`src/rtl/alu_seq_pkg.sv`:
```
// Shared definitions for the ALU sequencer: ALU op encoding, controller
// state encoding, and the instruction field layout.
package alu_seq_pkg;

  localparam int DATA_W   = 8;
  localparam int NUM_REGS = 4;
  localparam int REG_AW   = 2;
  localparam int OP_W     = 2;
  localparam int ALU_OP_W = 3;

  // Instruction layout: [8] ldi, [7:6] op, [5:4] rd, [3:2] rs1, [1:0] rs2
  localparam int INSTR_W  = 9;
  localparam int LDI_BIT  = 8;
  localparam int OP_LSB   = 6;
  localparam int RD_LSB   = 4;
  localparam int RS1_LSB  = 2;
  localparam int RS2_LSB  = 0;

  typedef enum logic [OP_W-1:0] {
    OP_ADD = 2'b00,
    OP_SUB = 2'b01,
    OP_AND = 2'b10,
    OP_OR  = 2'b11
  } op_e;

  typedef enum logic [1:0] {
    ST_IDLE = 2'b00,
    ST_EXEC = 2'b01,
    ST_WB   = 2'b10
  } state_e;

endpackage

```
`src/rtl/alu_seq_regfile4x8.sv`:
```
// Four 8-bit registers with two combinational read ports, a combinational
// debug read port and one synchronous write port.
// Ports:
//   clk, rst                  clock, async active-high reset (clears all regs)
//   we, waddr, wdata          write port, takes effect on the rising edge
//   raddr_a/rdata_a           read port A
//   raddr_b/rdata_b           read port B
//   dbg_addr/dbg_data         debug read port
module regfile4x8
  import alu_seq_pkg::*;
(
  input  logic              clk,
  input  logic              rst,
  input  logic              we,
  input  logic [REG_AW-1:0] waddr,
  input  logic [DATA_W-1:0] wdata,
  input  logic [REG_AW-1:0] raddr_a,
  input  logic [REG_AW-1:0] raddr_b,
  input  logic [REG_AW-1:0] dbg_addr,
  output logic [DATA_W-1:0] rdata_a,
  output logic [DATA_W-1:0] rdata_b,
  output logic [DATA_W-1:0] dbg_data
);

  logic [DATA_W-1:0] regs [NUM_REGS];

  always_ff @(posedge clk or posedge rst) begin
    if (rst) begin
      for (int k = 0; k < NUM_REGS; k++) begin
        regs[k] <= '0;
      end
    end else if (we) begin
      regs[waddr] <= wdata;
    end
  end

  assign rdata_a  = regs[raddr_a];
  assign rdata_b  = regs[raddr_b];
  assign dbg_data = regs[dbg_addr];

endmodule

```
`src/rtl/alu_seq.sv`:
```
// Instruction sequencer driving an external single-cycle-latency ALU.
// ALU instructions go IDLE -> EXEC -> WB, LDI goes IDLE -> WB.
// Ports:
//   clk, rst                  clock, async active-high reset
//   in_valid, in_ready        instruction handshake (accept on both high)
//   instr, imm                instruction word and LDI immediate
//   alu_en, alu_op,
//   alu_a, alu_b              ALU request, only non-zero in EXEC
//   alu_out, alu_zero,
//   alu_carry                 ALU result and flags, valid the cycle after alu_en
//   done                      one-cycle pulse in the writeback cycle
//   busy                      inverse of in_ready
//   flag_z, flag_c            architectural flags, updated by ALU instructions
//   dbg_addr, dbg_data        combinational register read
module alu_seq
  import alu_seq_pkg::*;
(
  input  logic                clk,
  input  logic                rst,
  input  logic                in_valid,
  output logic                in_ready,
  input  logic [INSTR_W-1:0]  instr,
  input  logic [DATA_W-1:0]   imm,
  output logic                alu_en,
  output logic [ALU_OP_W-1:0] alu_op,
  output logic [DATA_W-1:0]   alu_a,
  output logic [DATA_W-1:0]   alu_b,
  input  logic [DATA_W-1:0]   alu_out,
  input  logic                alu_zero,
  input  logic                alu_carry,
  output logic                done,
  output logic                busy,
  output logic                flag_z,
  output logic                flag_c,
  input  logic [REG_AW-1:0]   dbg_addr,
  output logic [DATA_W-1:0]   dbg_data
);

  state_e            state;
  logic              ldi_q;
  logic [REG_AW-1:0] rd_q;
  logic [DATA_W-1:0] imm_q;
  logic [DATA_W-1:0] rdata_a;
  logic [DATA_W-1:0] rdata_b;
  logic              accept;
  logic              rf_we;
  logic [DATA_W-1:0] rf_wdata;
  op_e               op_in;

  assign accept   = in_valid & in_ready;
  assign busy     = ~in_ready;
  assign op_in    = op_e'(instr[OP_LSB +: OP_W]);
  assign rf_we    = (state == ST_WB);
  assign rf_wdata = ldi_q ? imm_q : alu_out;

  // Sources are read straight from the incoming instruction at the accept
  // edge; every earlier writeback has already landed by then, so dependent
  // instructions see fresh values without forwarding.
  regfile4x8 u_regfile (
    .clk      (clk),
    .rst      (rst),
    .we       (rf_we),
    .waddr    (rd_q),
    .wdata    (rf_wdata),
    .raddr_a  (instr[RS1_LSB +: REG_AW]),
    .raddr_b  (instr[RS2_LSB +: REG_AW]),
    .dbg_addr (dbg_addr),
    .rdata_a  (rdata_a),
    .rdata_b  (rdata_b),
    .dbg_data (dbg_data)
  );

  always_ff @(posedge clk or posedge rst) begin
    if (rst) begin
      state    <= ST_IDLE;
      in_ready <= 1'b1;
      alu_en   <= 1'b0;
      alu_op   <= '0;
      alu_a    <= '0;
      alu_b    <= '0;
      done     <= 1'b0;
      flag_z   <= 1'b0;
      flag_c   <= 1'b0;
      ldi_q    <= 1'b0;
      rd_q     <= '0;
      imm_q    <= '0;
    end else begin
      // ALU request and done are single-cycle; they fall back to zero
      // unless the state below re-arms them.
      alu_en <= 1'b0;
      alu_op <= '0;
      alu_a  <= '0;
      alu_b  <= '0;
      done   <= 1'b0;

      case (state)
        ST_IDLE: begin
          if (accept) begin
            ldi_q    <= instr[LDI_BIT];
            rd_q     <= instr[RD_LSB +: REG_AW];
            imm_q    <= imm;
            in_ready <= 1'b0;
            if (instr[LDI_BIT]) begin
              state <= ST_WB;
              done  <= 1'b1;
            end else begin
              state  <= ST_EXEC;
              alu_en <= 1'b1;
              alu_op <= {1'b0, op_in};
              alu_a  <= rdata_a;
              alu_b  <= rdata_b;
            end
          end
        end

        ST_EXEC: begin
          state <= ST_WB;
          done  <= 1'b1;
        end

        ST_WB: begin
          // Register write happens through rf_we on this same edge.
          state    <= ST_IDLE;
          in_ready <= 1'b1;
          if (!ldi_q) begin
            flag_z <= alu_zero;
            flag_c <= alu_carry;
          end
        end

        default: begin
          state    <= ST_IDLE;
          in_ready <= 1'b1;
        end
      endcase
    end
  end

endmodule

```
`config.mk`:
```
export PLATFORM = sky130hd
export DESIGN_NAME = alu_seq
export DESIGN_NICKNAME = d
export VERILOG_FILES = /design/src/rtl/alu_seq_pkg.sv /design/src/rtl/alu_seq_regfile4x8.sv /design/src/rtl/alu_seq.sv
export SDC_FILE = /design/constraint.sdc
export NUM_CORES = 1
export LEC_CHECK = 0
export ABC_AREA = 1
export CAP_MARGIN = 20
export CORE_MARGIN = 3
export CORE_UTILIZATION = 48
export CTS_CLUSTER_DIAMETER = 30
export CTS_CLUSTER_SIZE = 8
export DETAILED_ROUTE_END_ITERATION = 10
export PLACE_DENSITY_LB_ADDON = 0.3
export RECOVER_POWER = 100
export SLEW_MARGIN = 20
export SYNTH_ARGS = -nofsm -noshare
export SYNTH_HDL_FRONTEND = slang
export SYNTH_HIERARCHICAL = 1
export SYNTH_SLANG_ARGS = --single-unit
```
`constraint.sdc`:
```
create_clock -name clk -period 1.47 [get_ports clk]
set_clock_uncertainty 0.2 [all_clocks]
set_input_delay 0.294 -clock clk [delete_from_list [all_inputs] [get_ports clk]]
set_output_delay 0.294 -clock clk [all_outputs]
set_load 0.01 [all_outputs]
```
**Placement density heat map**

Drawn at 4 px/um. 10 x 10 tiles, from black (low) to pale yellow (high), 0 to 100% covered.
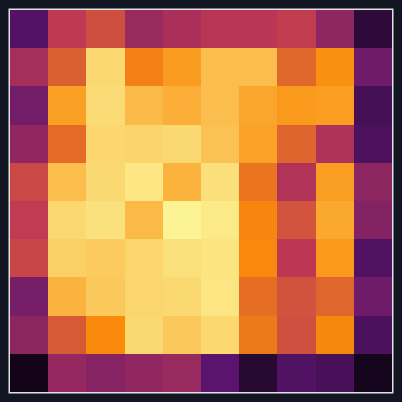
44% of the tiles are over 75% full. The densest ninth of the die: middle. The fullest tile reaches 97%. The emptiest ninth of the die: bottom right.

**Met2 routing**

Drawn at 4 px/um.
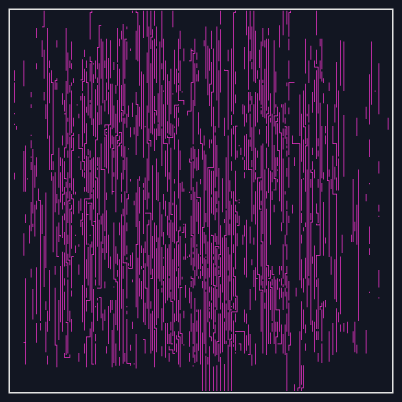
The layer carries 6440 um of wire. The longest straight run is 38.1 um. 618 nets have wire on it. The layer holds 50% of the routed length.
met2 Use GR: 0.4630
final wirelength: 12920 um
Via Count: 4298

**The clock network**

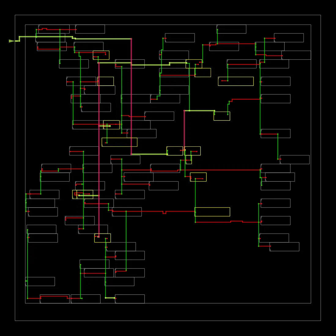
Worst-Skew Late Latency: 0.34 ns
power in the clock group: 1.94 mW
Flops: 68
TritonCTS buffer count: 9
Layout clock buffers: 12

**Sequential cells grouped by signal name**

Drawn at 4 px/um. Other sequential cells in the stronger gray, the rest of the logic in the fainter gray.
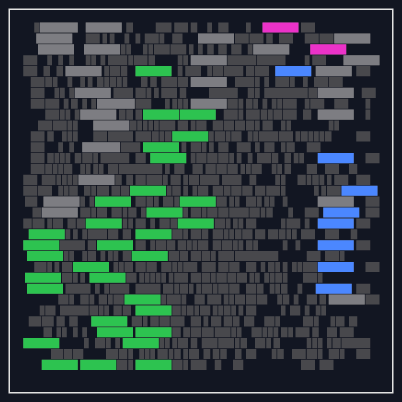
u_regfile/regs: drawn in green, placed flops 32. alu_b: drawn in blue, placed flops 8, where right middle. alu_op: drawn in magenta, placed flops 2.
final core utilization: 0.7605
register share of the cell area: 0.2887
Sequential Area: 1705 um^2
seq pwr: 3.17 mW

**Supply network**

Drawn at 4 px/um. Pins as bars on the die edge.
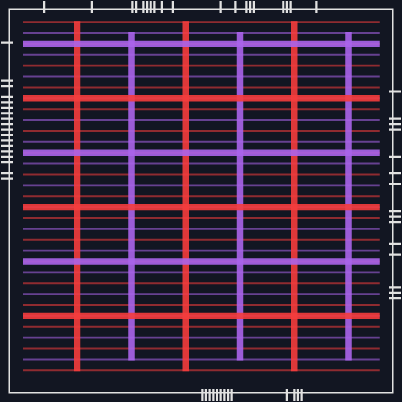
VDD: drawn in purple. VSS: drawn in red.
65 signal pins sit on the boundary. The core has 32 rows.

==> impl_metrics.json <==
{
  "cp-endpoint": "dbg_data[3]",
  "violations": "negative setup slack",
  "tightest_slew_ns": 0.7020,
  "area_growth_pct": 53.58,
  "power.leakage_nw": 3.163,
  "setup_viol": 24,
  "critPathSlowestCell": "dfrtp_1",
  "status": "complete, but fails checks",
  "slew_viol_final": 0,
  "coreArea_um2": 7767,
  "synthArstFlopShare": 1.000,
  "synth.most_common_cell": "nand2_1",
  "crit_family": "flip-flops",
  "endpoint_kind": "output port",
  "startpoint": "u_regfile/regs[11]$_DFFE_PP0P_",
  "hold_path_class": "input pin to asynchronous set/reset pin",
  "fp.dieW_um": 95.52,
  "power_frac_comb": 0.559,
  "top_cells_by_area": "dfrtp_1 44%, nand2_1 24%, nand3_1 9.1%, inv_1 4.8%, nand4_1 2.6%",
  "rrSetupSlack_ns": -0.10,
  "fin_ws_ns": -0.2247,
  "die_height_um": 95.52,
  "top_register": "u_regfile/regs"
}
-- layer usage --
metal  vias to the layer above  share of wire  GRT usage
met5                         -              0          0
met4                         0          0.053     0.1505
met3                        56          0.060    0.04578
met2                       210           0.50     0.4630
met1                      2018           0.39     0.3365
li1                       2014              -          -
-- stage by stage --
step	cell area, um^2	setup TNS, ns	instances
floorplan	3849	0	525
global placement	5022	-10.38	735
detailed placement	5022	-11.36	735
CTS	5539	-1.612	789
global route	5907	-4.774	816
finish	5907	-2.608	816
-- cell type report --
class                      count  area (um^2)
tap                          102        127.6
sequential                    68         1705
multi-input combinational    374         1953
clock inverter                 4        95.09
inverter                      57        221.5
timing repair buffer         199         1649
clock buffer                  12        155.1
fill                         576         1861
Power and IR drop assume default switching activity.
